===== src/rtl/alu_operand_sequencer.sv =====
// Serial nibble collector for the 4-bit ALU: gathers opcode, A and B nibbles,
// then presents the assembled operation through a valid/ready handshake.
module alu_operand_sequencer #(
   parameter int unsigned WIDTH = 4,
   parameter int unsigned CNT_W = 8
) (
   input  logic             clk,
   input  logic             reset,
   input  logic             ena,
   input  logic [WIDTH-1:0] in_data,
   input  logic             clr_ovr,
   input  logic             issue_ready,
   output logic             issue_valid,
   output logic [WIDTH-1:0] opcode,
   output logic [WIDTH-1:0] op_a,
   output logic [WIDTH-1:0] op_b,
   output logic             busy,
   output logic             overrun,
   output logic [CNT_W-1:0] issue_cnt
);

   typedef enum logic [1:0] {
      S_OP    = 2'd0,
      S_A     = 2'd1,
      S_B     = 2'd2,
      S_ISSUE = 2'd3
   } state_t;

   state_t             r_state;
   logic               r_valid;
   logic [WIDTH-1:0]   r_opcode;
   logic [WIDTH-1:0]   r_op_a;
   logic [WIDTH-1:0]   r_op_b;
   logic               r_busy;
   logic               r_overrun;
   logic [CNT_W-1:0]   r_cnt;

   logic               w_handshake;
   logic               w_drop;

   assign w_handshake = r_valid && issue_ready;
   // A nibble arriving while the operation is still waiting for the ALU is lost.
   assign w_drop      = (r_state == S_ISSUE) && ena && !issue_ready;

   // Frame collection and issue FSM; busy is registered from the next state.
   always_ff @(posedge clk or negedge reset) begin
      if (!reset) begin
         r_state  <= S_OP;
         r_valid  <= 1'b0;
         r_opcode <= '0;
         r_op_a   <= '0;
         r_op_b   <= '0;
         r_busy   <= 1'b0;
         r_cnt    <= '0;
      end else begin
         case (r_state)
            S_OP: begin
               if (ena) begin
                  r_opcode <= in_data;
                  r_state  <= S_A;
                  r_busy   <= 1'b1;
               end
            end
            S_A: begin
               if (ena) begin
                  r_op_a  <= in_data;
                  r_state <= S_B;
               end
            end
            S_B: begin
               if (ena) begin
                  r_op_b  <= in_data;
                  r_valid <= 1'b1;
                  r_state <= S_ISSUE;
               end
            end
            S_ISSUE: begin
               if (w_handshake) begin
                  r_valid <= 1'b0;
                  r_cnt   <= r_cnt + CNT_W'(1);
                  // Zero-bubble: the nibble in the handshake cycle opens the next frame.
                  if (ena) begin
                     r_opcode <= in_data;
                     r_state  <= S_A;
                     r_busy   <= 1'b1;
                  end else begin
                     r_state  <= S_OP;
                     r_busy   <= 1'b0;
                  end
               end
            end
            default: begin
               r_state <= S_OP;
               r_valid <= 1'b0;
               r_busy  <= 1'b0;
            end
         endcase
      end
   end

   // Sticky overrun; a drop in the same cycle as a clear keeps the flag set.
   always_ff @(posedge clk or negedge reset) begin
      if (!reset) begin
         r_overrun <= 1'b0;
      end else if (w_drop) begin
         r_overrun <= 1'b1;
      end else if (clr_ovr) begin
         r_overrun <= 1'b0;
      end
   end

   assign issue_valid = r_valid;
   assign opcode      = r_opcode;
   assign op_a        = r_op_a;
   assign op_b        = r_op_b;
   assign busy        = r_busy;
   assign overrun     = r_overrun;
   assign issue_cnt   = r_cnt;

endmodule


===== config.mk =====
export PLATFORM = sky130hd
export DESIGN_NAME = alu_operand_sequencer
export DESIGN_NICKNAME = d
export VERILOG_FILES = /design/src/rtl/alu_operand_sequencer.sv
export SDC_FILE = /design/constraint.sdc
export NUM_CORES = 1
export LEC_CHECK = 0
export ABC_CLOCK_PERIOD_IN_PS = 1600
export CORE_MARGIN = 2
export CORE_UTILIZATION = 41
export CTS_CLUSTER_SIZE = 20
export DETAILED_ROUTE_END_ITERATION = 7
export PLACE_DENSITY = 0.73
export SLEW_MARGIN = 15
export SYNTH_ARGS = -nofsm -noshare
export SYNTH_HDL_FRONTEND = slang
export SYNTH_SLANG_ARGS = --single-unit

===== constraint.sdc =====
create_clock -name clk -period 1.6 [get_ports clk]
set_clock_uncertainty 0.2 [all_clocks]
set_input_delay 0.32 -clock clk [delete_from_list [all_inputs] [get_ports clk]]
set_output_delay 0.32 -clock clk [all_outputs]
set_load 0.05 [all_outputs]

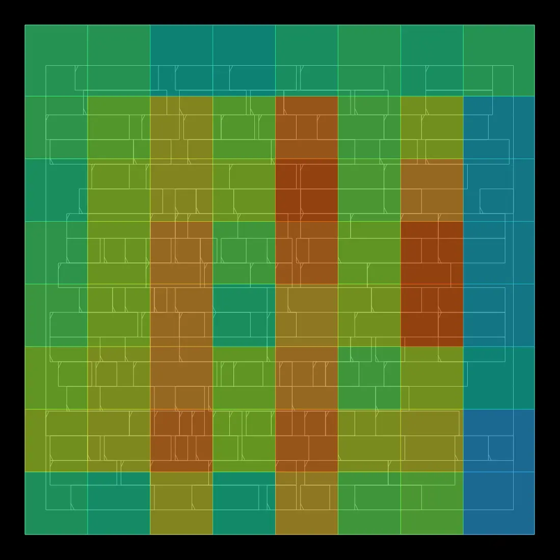
Figure 1: run 1, routing congestion map.
GR Layer Usage met3: 0.0256
fin util: 0.790

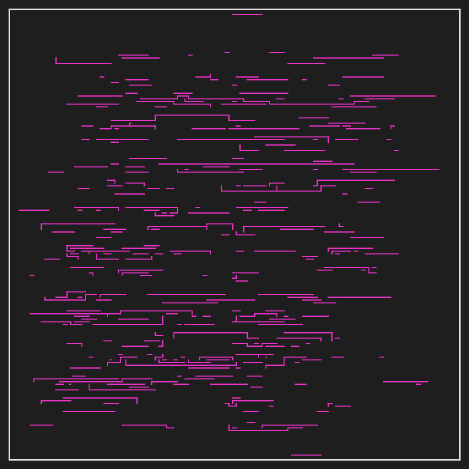
Figure 2: run 1, metal 1.
Scale: 8 px per µm.
main direction: horizontal
nets with wire on the layer: 121
wire length on this layer: 992 µm
final wirelength: 2.49 mm
Via Count: 864
GR Layer Usage met1: 0.182

==> results.toml, run 1 <==
# generated from flow reports
[power_and_ir_drop]
p_leak_nw = 0.880
power_density_mw_per_mm2 = 2270

[finish]
dominant_cells = "non-clock buffers"
fill_cells = 158
comb_share = 0.312
buffers_excl_clock = 45
nMultiInputCombCells = 59
register_area_um2 = 629
seq_cell_count = 25
seq_share = 0.316
clock_cell_area_share = 0.0132
inverters = 3

[global_routing]
antenna_found_initial = 0
grt.busiest_layer = "met2"
grt_pass1_wl_mm = 4.21
overflow = 0

[final_timing]
finalSetupViolCount = 5
tightestPinTransition_ps = 314
finalCritPeriodShare = 1.08
slew_violations = 0
fmax_mhz = 578
fin_crit_ps = 1730
fin_hold_ws_ps = 152
setup_slack_ps = -130

[critical_path]
r2r_cells = 4
cp.required_ps = 1610
cp-end-kind = "flip-flop"

[clock_network]
clkLatencyLatePin_ps = 300
numCtsBuffers = 3
h-tree-depth = 1
cts_root_buffer = "clkbuf_4"

[run]
drv_cap = 0
warnings = 33

[synth]
synthCells = 87
synth_adder_area_share = 0.0673
ys_seq_share = 0.561
synth-main-ff-cell = "dfrtp_1"
ys_cells = 87
yosysWarnings = 0
top_area_cell = "dfrtp_1"

[floorplan]
pin_count = 32
die_x_um = 56.1
fp.dieH_um = 56.1
tap-cell-count = 30
rows = 18

[outcome]
violations = "setup timing"
status = "finished with violations"

[detailed_routing]
drcViolationCount = 0
drtAntennaViolNets = 0
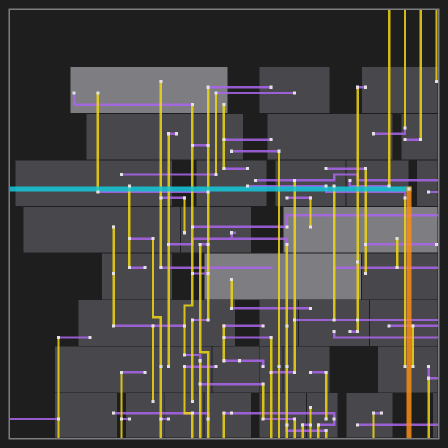
Figure 3: run 1, layout detail.
Region (2, 30) to (27, 55) µm. Cells in grey, sequential cells in the stronger grey; small squares are vias.
| colour | layer |
|---|---|
| yellow | met2 |
| cyan | met3 |
| orange | met4 |
| purple | met1 |
cells with their middle in the window: 32
sequential cells in the window: 3
most frequent: ha_4 (5), buf_12 (4), buf_4 (4)
netlist names of flops here include: op_b (2), op_a (1)

## run 1: how the worst max path moves through the flow
stage                startpoint    endpoint  slack, ps  cells after the start
floorplan            r_state[1]  r_state[1]        -30                      5
CTS                  r_state[1]  r_state[1]       -130                      4
detailed placement  issue_ready  r_state[1]       -290                      4
global route         r_state[1]   opcode[0]       -170                      4
finish               r_state[0]   opcode[2]       -130                      4
global placement    issue_ready   opcode[0]       -250                      4
## run 1: worst max-delay path: cells and delay by family, from the launching register on
family,cells,cell delay [ps]
fa+ha+maj,1,200
mux,1,320
flops,1,500
simple gates,1,160
compound gates,1,250
## run 1: per-layer routing
metal  wire [µm]  up-vias
met5           0        -
met4          15        0
met3          74        2
met2        1400       12
met1         991      448
li1            -      402
## run 1: registers in the layout, indices dropped and copies added, names as in the netlist
register	cells
r_state	2
overrun	1
issue_cnt	8
issue_valid	1
op_a	4
op_b	4
opcode	4
busy	1
## run 1: per-stage QoR
| stage | std cells | setup TNS [ps] | util | power (mW) |
|---|---|---|---|---|
| 2_1_floorplan | 87 | -158 | - | 2.63 |
| 3_3_place_gp | 161 | -3620 | 0.744 | 4.00 |
| 3_5_place_dp | 161 | -4270 | 0.744 | 4.09 |
| 4_1_cts | 165 | -737 | 0.773 | 4.46 |
| 5_1_grt | 166 | -911 | 0.790 | 4.72 |
| 6_report | 166 | -639 | 0.790 | 4.53 |
## run 1: report_power, final
group,total (mW),switching [mW],internal [mW]
clock,0.278,0.181,0.0971
combinational,2.99,1.41,1.58
sequential,1.26,0.363,0.898
## run 1: synthesized netlist by cell type (2+ instances only)
master	n
dfrtp_1	25
nand2_1	10
mux2_2	8
ha_1	6
mux2_1	5
xnor2_1	4
inv_1	3
nand4_1	3
xor2_1	3
nand3_1	2
nor2_1	2
nor2b_1	2
nor3_1	2
==> run 2, diff against run 1 <==
--- a/config.mk
+++ b/config.mk
@@ -5,12 +5,13 @@
 export SDC_FILE = /design/constraint.sdc
 export NUM_CORES = 1
 export LEC_CHECK = 0
-export ABC_CLOCK_PERIOD_IN_PS = 1600
+export ABC_CLOCK_PERIOD_IN_PS = 2200
 export CORE_MARGIN = 2
-export CORE_UTILIZATION = 41
+export CORE_UTILIZATION = 52
+export CTS_BUF_LIST = sky130_fd_sc_hd__clkbuf_4
 export CTS_CLUSTER_SIZE = 20
 export DETAILED_ROUTE_END_ITERATION = 7
-export PLACE_DENSITY = 0.73
+export PLACE_DENSITY = 0.86
 export SLEW_MARGIN = 15
 export SYNTH_ARGS = -nofsm -noshare
 export SYNTH_HDL_FRONTEND = slang
==> constraint.sdc (replaced) <==
create_clock -name clk -period 2.2 [get_ports clk]
set_clock_uncertainty 0.2 [all_clocks]
set_input_delay 0.44 -clock clk [delete_from_list [all_inputs] [get_ports clk]]
set_output_delay 0.44 -clock clk [all_outputs]
set_load 0.05 [all_outputs]
==> run 2 against run 1 <==
  * The flow now finishes without violations
  * Die size is 20% lower
  * Largest power group unchanged
  * Via count fell by 8.1%
  * Sequential share of layout area rose by 10 points
  * Wire length fell by 16%
  * Power down 47%
  * Synthesized cell count stayed put
==> results.toml, run 2 <==
# generated from flow reports
[outcome]
status = "finished clean"

[floorplan]
fp_util = 0.557
fp.dieH_um = 50.3
rows = 16
die_x_um = 50.3
chipArea_mm2 = 0.00253
pin_count = 32

[global_routing]
overflow = 0
use_met3 = 0.0179
grt_pass1_wl_mm = 3.47
antenna_found_initial = 0

[critical_path]
cp_top_family = "buffers and inverters"
r2r_cells = 4
crit_cells = 1
cp.required_ps = 1560
crit_buf_inv = 1
critPathMaxFanout = 2
cp-end-kind = "output port"

[power_and_ir_drop]
p_int_mw = 1.25
design_power_total_mw = 2.41
p_leak_nw = 0.711
power.switching_mw = 1.16
p_clk_frac = 0.087
power_density_mw_per_mm2 = 1620
vdd_drop_max_mv = 1.23
power_frac_comb = 0.589
switching_share = 0.482
seq_power_share = 0.324

[clock_network]
cts_root_buffer = "clkbuf_4"
h-tree-depth = 1
cts_setup_buffers = 0
clkLatencyLatePin_ps = 310
numCtsBuffers = 3
cts.hold.buffers_added = 0
cts_tree = "done"
cts_resized = 3

[synth]
async_reset_ff_frac = 1.00
common_cells = "25 x dfrtp_1, 10 x nand2_1, 8 x mux2_2, 6 x ha_1, 5 x mux2_1"
ys_area_mm2 = 0.00111
ys_seq_share = 0.561
most_common_cell = "dfrtp_1"
yosysWarnings = 0
synthCells = 87
top_area_cell = "dfrtp_1"
avgSynthCellArea_um2 = 12.8
syn_nets = 102
yosys.area.top_type_share = 0.561
synth-main-ff-cell = "dfrtp_1"
synth_flops = 25
ys_cells = 87

[placed_design]
dp.cells = 147
gp_congestion = 0.800
hpwl_mm = 1.63
dp_slack_ps = 83.6

[final_timing]
finalHoldViolations = 0
tightestPinTransition_ps = 506
fin_hold_ws_ps = 272
finalCritPeriodShare = 0.976
rsz0062_at_grt = "no"
fmax_mhz = 466
relSlewSlack = 0.661
setup_slack_ps = 52.6
finalSetupViolCount = 0
fin_crit_ps = 2150
slew_violations = 0
final.setup.tns_ps = 0

[finish]
mostFrequentLayoutCells = "25 x dfrtp_1, 23 x clkdlybuf4s50_1, 10 x nand2_1"
fin_util = 0.746
antenna_cells = 0
layout_top_cell = "dfrtp_1"
final_area_mm2 = 0.00149
largest_register_ffs = 8
instances_no_fill = 151
layout.nets = 140

[detailed_routing]
wire_per_inst_um = 13.8
dr.pass1.iters = 4
drt-total-wl_mm = 2.08
drcViolationCount = 0
vias = 794
drtAntennaViolNets = 0
vias_per_cell = 5.26

[run]
drv_cap = 0
warnings = 30

[hold_path]
hold_class = "in -> async"
## run 2: cells by family (layout without fill, tap and decap cells)
| kind of cell | count (synthesis) | count (layout) | synth area share |
|---|---|---|---|
| DFF | 25 | 25 | 0.561 |
| and+or+nand+nor | 25 | 25 | 0.113 |
| muxes | 13 | 13 | 0.131 |
| AOI/OAI and AO/OA | 8 | 8 | 0.0617 |
| xor gates and xnor gates | 7 | 7 | 0.0550 |
| adders and majority gates | 6 | 6 | 0.0673 |
| buffers and inverters | 3 | 40 | 0.0101 |
## run 2: per-layer routing
metal,vias up,routed length (µm)
li1,377,-
met4,0,17
met5,-,0
met3,2,70
met1,394,912
met2,21,1080
## run 2: area by class of cell
cell class	count	area, µm²
flip-flops and latches	25	626
fillers	143	509
multi-input cells	59	478
repair buffers	33	314
well taps	27	33.8
clock buffers	4	30.0
inverters	3	11.3
## run 2: power groups by stage
stage	clock network, mW	registers [mW]	logic (mW)
5_1_grt	0.229	0.811	1.50
2_1_floorplan	0	1.36	0.405
6_report	0.210	0.782	1.42
4_1_cts	0.219	0.783	1.43
3_3_place_gp	0	0.785	1.40
3_5_place_dp	0	0.796	1.44
## run 2: worst paths after layout
| check | slack [ps] | to | start |
|---|---|---|---|
| max | 50 | overrun | overrun |
| min | 270 | r_state[1] | reset |
| max reg2reg | 350 | opcode[3] | r_state[0] |
| min reg2reg | 270 | issue_cnt[7] | issue_cnt[7] |
| max in group asynchronous | 1290 | opcode[0] | reset |
| min in group clk | 270 | issue_cnt[7] | issue_cnt[7] |
## run 2: worst reg2reg max path: cells and delay by family (launching register included)
| family | cells | cell delay (ps) |
|---|---|---|
| AND-OR/OR-AND | 1 | 220 |
| adder cells (fa/ha/maj) | 1 | 280 |
| flip-flops | 1 | 440 |
| AND/OR/NAND/NOR | 1 | 250 |
| multiplexers | 1 | 340 |
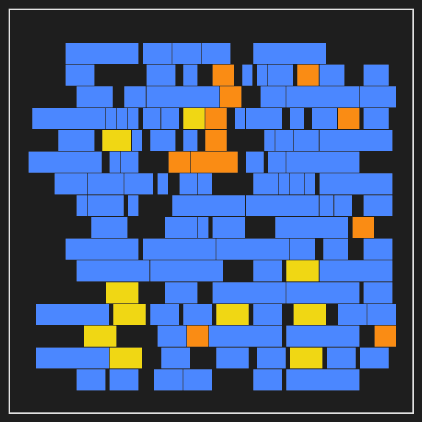
Figure 4: run 2, cell sizes after repair.
Scale: 8 px per µm.
| colour | size | cells |
|---|---|---|
| yellow | drive 2 | 10 |
| blue | drive 1 or less | 103 |
| orange | drive 3 to 4 | 11 |

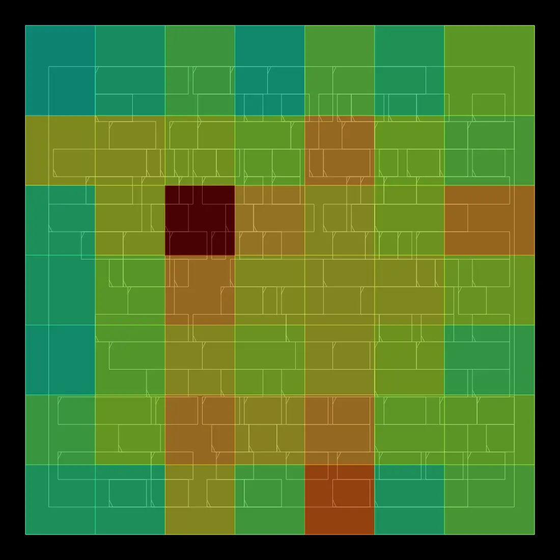
Figure 5: run 2, routing congestion map.
gr usage total: 0.180
met2 usage: 0.340
GRT busiest layer: met2
GR Layer Usage met1: 0.205

No activity file was given, so power comes from the tool's default toggle rates.
